==> config.mk <==
export PLATFORM = sky130hd
export DESIGN_NAME = ifetch_queue
export DESIGN_NICKNAME = d
export VERILOG_FILES = /design/src/rtl/ifetch_queue.sv
export SDC_FILE = /design/constraint.sdc
export NUM_CORES = 1
export LEC_CHECK = 0
export ABC_AREA = 1
export CAP_MARGIN = 20
export CORE_ASPECT_RATIO = 1.75
export CORE_MARGIN = 4
export CORE_UTILIZATION = 50
export DETAILED_ROUTE_END_ITERATION = 8
export PLACE_DENSITY = 0.73
export SETUP_SLACK_MARGIN = 0.5
export SYNTH_ARGS = -nofsm -noshare
export SYNTH_HDL_FRONTEND = slang
export SYNTH_SLANG_ARGS = --single-unit
==> constraint.sdc <==
create_clock -name clk_i -period 12.56 [get_ports clk_i]
set_clock_uncertainty 0.15 [all_clocks]
set_input_delay 1.256 -clock clk_i [delete_from_list [all_inputs] [get_ports clk_i]]
set_output_delay 1.256 -clock clk_i [all_outputs]
set_load 0.01 [all_outputs]
==> src/rtl/ifetch_queue.sv <==
// Instruction-fetch front end: owns the fetch PC, runs the IAD/IDT/ACKI_n handshake and buffers
// fetched words in a DEPTH-entry FIFO. Optional same-cycle bypass when `IFQ_BYPASS_EN is defined.
module ifetch_queue #(
  parameter int unsigned DEPTH    = 4,
  parameter logic [31:0] RESET_PC = 32'h0000_0000
) (
  input  logic                     clk_i,
  input  logic                     rst_ni,
  output logic [31:0]              iad_o,
  output logic                     ireq_o,
  input  logic                     acki_ni,
  input  logic [31:0]              idt_i,
  input  logic                     redirect_i,
  input  logic [31:0]              redirect_pc_i,
  input  logic                     deq_i,
  output logic                     inst_valid_o,
  output logic [31:0]              inst_o,
  output logic [31:0]              inst_pc_o,
  output logic [$clog2(DEPTH):0]   count_o
);

  localparam int unsigned PtrW = $clog2(DEPTH);
  localparam int unsigned CntW = PtrW + 1;
  localparam logic [CntW-1:0] DepthCnt = CntW'(DEPTH);

  typedef enum logic [1:0] {
    StIdle    = 2'd0,
    StFetch   = 2'd1,
    StDiscard = 2'd2
  } state_e;

  state_e            state_q, state_d;
  logic [31:0]       fetch_pc_q, fetch_pc_d;
  logic [31:0]       bus_addr_q, bus_addr_d;
  logic [PtrW-1:0]   rd_ptr_q, rd_ptr_d;
  logic [PtrW-1:0]   wr_ptr_q, wr_ptr_d;
  logic [CntW-1:0]   count_q, count_d;
  logic [31:0]       mem_pc_q   [DEPTH];
  logic [31:0]       mem_word_q [DEPTH];

  logic        ack;
  logic        flush;
  logic        push_req;
  logic        push;
  logic        pop;
  logic [31:0] redirect_pc;
  logic        unused_redirect_lsbs;

  assign ack                  = ~acki_ni;
  assign redirect_pc          = {redirect_pc_i[31:2], 2'b00};
  assign unused_redirect_lsbs = ^redirect_pc_i[1:0];

  // Transfer control: what the current edge does to the queue and the fetch PC.
  always_comb begin
    flush      = 1'b0;
    push_req   = 1'b0;
    fetch_pc_d = fetch_pc_q;
    case (state_q)
      StIdle: begin
        if (redirect_i) begin
          flush      = 1'b1;
          fetch_pc_d = redirect_pc;
        end
      end
      StFetch: begin
        if (ack && redirect_i) begin
          flush      = 1'b1;
          fetch_pc_d = redirect_pc;
        end else if (ack) begin
          push_req   = 1'b1;
          fetch_pc_d = fetch_pc_q + 32'd4;
        end else if (redirect_i) begin
          flush      = 1'b1;
          fetch_pc_d = redirect_pc;
        end
      end
      StDiscard: begin
        if (redirect_i) begin
          flush      = 1'b1;
          fetch_pc_d = redirect_pc;
        end
      end
      default: ;
    endcase
  end

`ifdef IFQ_BYPASS_EN
  logic bypass_hit;
  assign bypass_hit = (state_q == StFetch) && ack && !redirect_i && (count_q == '0);
  // A bypassed word consumed in the same cycle never enters the FIFO.
  assign push       = push_req && !(bypass_hit && deq_i);
`else
  assign push       = push_req;
`endif

  assign pop = deq_i && (count_q != '0) && !flush;

  always_comb begin
    rd_ptr_d = rd_ptr_q;
    wr_ptr_d = wr_ptr_q;
    count_d  = count_q;
    if (flush) begin
      rd_ptr_d = '0;
      wr_ptr_d = '0;
      count_d  = '0;
    end else begin
      if (push) wr_ptr_d = wr_ptr_q + PtrW'(1);
      if (pop)  rd_ptr_d = rd_ptr_q + PtrW'(1);
      case ({push, pop})
        2'b10:   count_d = count_q + CntW'(1);
        2'b01:   count_d = count_q - CntW'(1);
        default: count_d = count_q;
      endcase
    end
  end

  always_comb begin
    state_d = state_q;
    case (state_q)
      StIdle: begin
        if (redirect_i || (count_d < DepthCnt)) state_d = StFetch;
      end
      StFetch: begin
        if (ack && !redirect_i) begin
          state_d = (count_d < DepthCnt) ? StFetch : StIdle;
        end else if (redirect_i && !ack) begin
          state_d = StDiscard;
        end
      end
      StDiscard: begin
        if (ack) state_d = StFetch;
      end
      default: state_d = StIdle;
    endcase
  end

  // The bus address may only move when no transfer is pending on it.
  always_comb begin
    bus_addr_d = bus_addr_q;
    if (!ireq_o || ack) bus_addr_d = fetch_pc_d;
  end

  always_ff @(posedge clk_i or negedge rst_ni) begin
    if (!rst_ni) begin
      state_q    <= StIdle;
      fetch_pc_q <= RESET_PC;
      bus_addr_q <= RESET_PC;
      rd_ptr_q   <= '0;
      wr_ptr_q   <= '0;
      count_q    <= '0;
    end else begin
      state_q    <= state_d;
      fetch_pc_q <= fetch_pc_d;
      bus_addr_q <= bus_addr_d;
      rd_ptr_q   <= rd_ptr_d;
      wr_ptr_q   <= wr_ptr_d;
      count_q    <= count_d;
    end
  end

  always_ff @(posedge clk_i) begin
    if (push) begin
      mem_pc_q[wr_ptr_q]   <= bus_addr_q;
      mem_word_q[wr_ptr_q] <= idt_i;
    end
  end

  assign ireq_o  = (state_q != StIdle);
  assign iad_o   = bus_addr_q;
  assign count_o = count_q;

  always_comb begin
    inst_valid_o = (count_q != '0);
    inst_o       = mem_word_q[rd_ptr_q];
    inst_pc_o    = mem_pc_q[rd_ptr_q];
`ifdef IFQ_BYPASS_EN
    if (bypass_hit) begin
      inst_valid_o = 1'b1;
      inst_o       = idt_i;
      inst_pc_o    = bus_addr_q;
    end
`endif
  end

endmodule

Figure 1. The metal 3 layer (run 1).
(3 px per um)
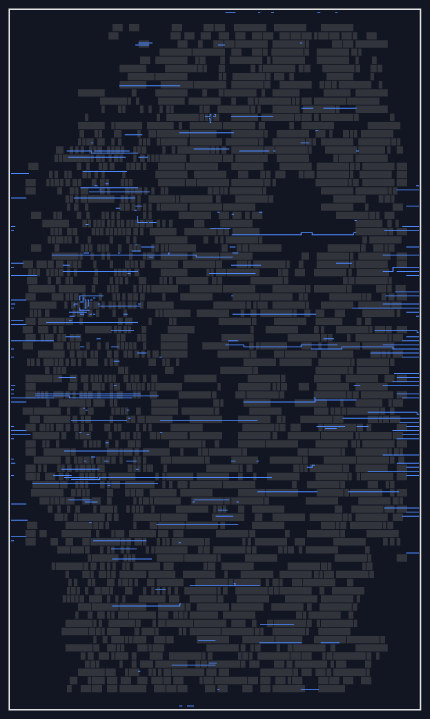
main direction: horizontal
longest straight run: 57.3 um
share of all routed wire: 4.9%
Post-Route WL: 36.0 mm
DR vias: 10730
GR Layer Usage met3: 0.0225

Figure 2. Met1 routing (run 1).
(3 px per um) Supply wires on this layer in gray.
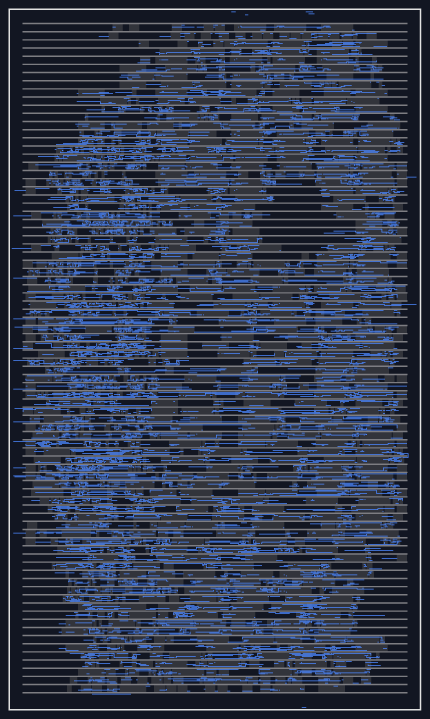
nets with wire on the layer: 1461
wire length on this layer: 13600 um
share of all routed wire: 38%
met1 usage: 0.260

==> summary.txt, run 1 <==
Max Transition Viols Final: 0
Xor/xnor share: 0.00303
AND/OR/NAND/NOR Cells, Area Fraction: 0.161
NetSw: 1.24 mW
Ant. Diodes: 0
# Taps: 378
Max power group: registers
Clock Sinks: 329
Most frequently placed logic cells in the final layout: 280 x nand2_1, 256 x edfxtp_1, 221 x nor2_1
Fmax: 197 MHz
Commonest cells in the netlist: 280 x nand2_1, 256 x edfxtp_1, 225 x nor2_1
Max VDD drop: 0.000203 V
Min cycle time layout: 5.09 ns
Reg2Reg Depth: 13
Placed insts: 1878
Max stage delay on crit path: 0.79 ns
Complex Gates by Area: 0.125
Flip-flops with a built-in enable: 256
Worst R2R Setup Slack: 9.17 ns
Seq/total area: 0.544
CP required: 11.15 ns
Setup ws final: 7.47 ns
P_leak: 6.61 nW
Layout Utilization: 0.611
Worst-path fanout max: 94
Crit-path cells: clkinv_2 > buf_4 > o21ai_0 > o22ai_1 > clkdlybuf4s50_1
Yosys cell count: 1393
Port bufs: 167
Beginning of the critical path: rd_ptr_q[0]
Share of power burned in registers: 0.433
RSZ-0062 raised after global routing: false
Yosys stat chip area: 14500 um^2
Outcome: finished, final reports clean
Skew-Pair Late Insertion Delay: 0.56 ns
Proportion of layout cells with a drive suffix above 1: 0.0662
TritonRoute pass-1 iters: 7
Cell Area, Placed: 16400 um^2
Yosys reg bits: 329
# setup viols final: 0
Combinational Gates: 924
Number of warnings in the stage logs: 36
Mean Syn Cell Area: 10.4 um^2
Sw Share: 0.341
Hold depth: 1
Slowest cell on the critical path: buf_4
# nets final: 1614
Figure 3. M4 wires (run 1).
(2 px per um) Supply wires on this layer in gray.
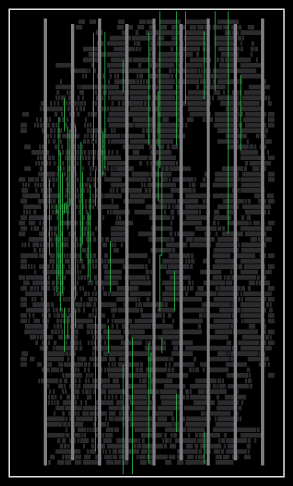
longest straight run: 111 um
share of all routed wire: 5.1%
main direction: vertical

Figure 4. M2 wires (run 1).
(3 px per um)
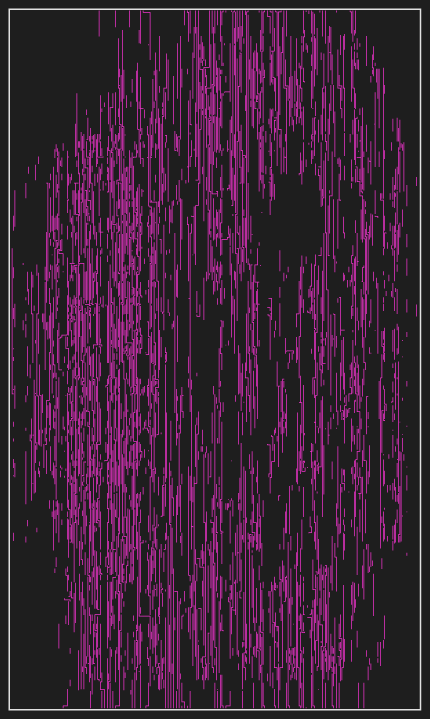

==> run 1 -> run 2 <==
==> constraint.sdc (replaced) <==
create_clock -name clk_i -period 4.95 [get_ports clk_i]
set_clock_uncertainty 0.15 [all_clocks]
set_input_delay 0.495 -clock clk_i [delete_from_list [all_inputs] [get_ports clk_i]]
set_output_delay 0.495 -clock clk_i [all_outputs]
set_load 0.01 [all_outputs]
Figure 5. M2 wires (run 2).
(3 px per um)
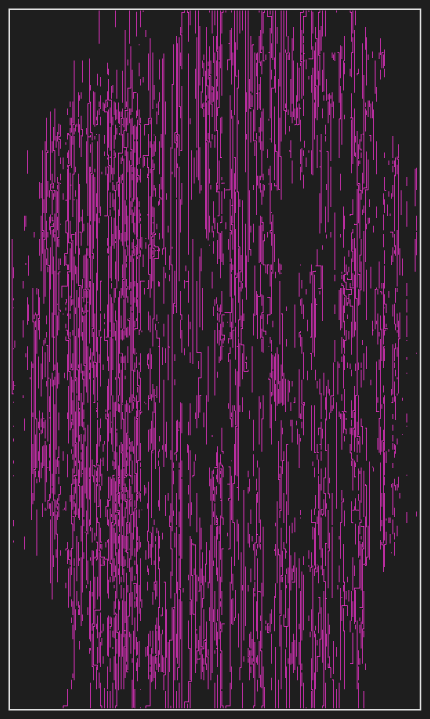
nets with wire on the layer: 1260
wire length on this layer: 19400 um
GR Util met2: 0.414
DR vias: 10633
Post-Route WL: 36.5 mm

Figure 6. Congestion heat map (run 2).
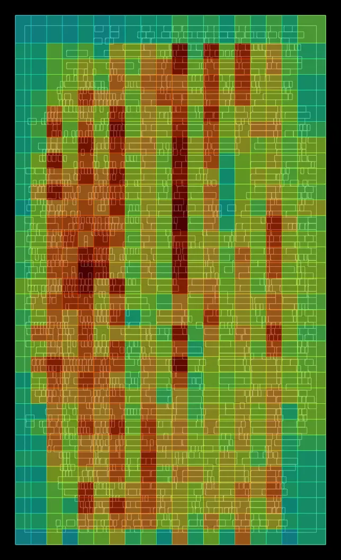
GRT Util Overall: 0.229
gr busiest metal: met2
GR Layer Usage met3: 0.0232
Layout Utilization: 0.609

Figure 7. M4 wires (run 2).
(2 px per um) Supply wires on this layer in gray.
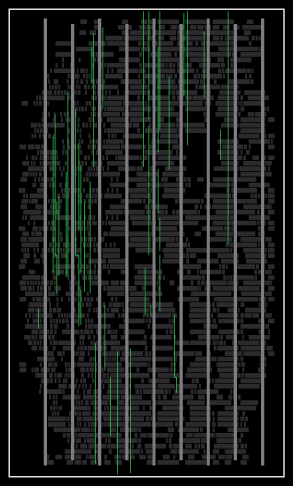
main direction: vertical
share of all routed wire: 5.0%
longest straight run: 116 um
nets with wire on the layer: 31

==> summary.txt, run 2 <==
Outcome: finished, final reports clean
Flip-flops with a built-in enable: 256
Worst-path fanout max: 86
Fmax: 258 MHz
Xor/xnor share: 0.00303
Seq/total area: 0.546
Worst R2R Setup Slack: 1.61 ns
RSZ-0062 raised after global routing: false
TritonRoute pass-1 iters: 5
Slowest cell on the critical path: buf_4
Max stage delay on crit path: 0.73 ns
CP required: 4.30 ns
Beginning of the critical path: rd_ptr_q[0]
Max VDD drop: 0.000319 V
# nets final: 1617
Max power group: registers
Number of warnings in the stage logs: 37
Ant. Diodes: 0
Setup ws final: 1.07 ns
NetSw: 3.12 mW
# setup viols final: 0
Yosys stat chip area: 14500 um^2
Combinational Gates: 924
Reg2Reg Depth: 16
Yosys reg bits: 329
Most frequently placed logic cells in the final layout: 280 x nand2_1, 256 x edfxtp_1, 221 x nor2_1
AND/OR/NAND/NOR Cells, Area Fraction: 0.161
Crit-path cells: buf_4 > o21ai_0 > o22ai_1 > clkdlybuf4s50_1
Sw Share: 0.346
Power and IR drop assume default switching activity.
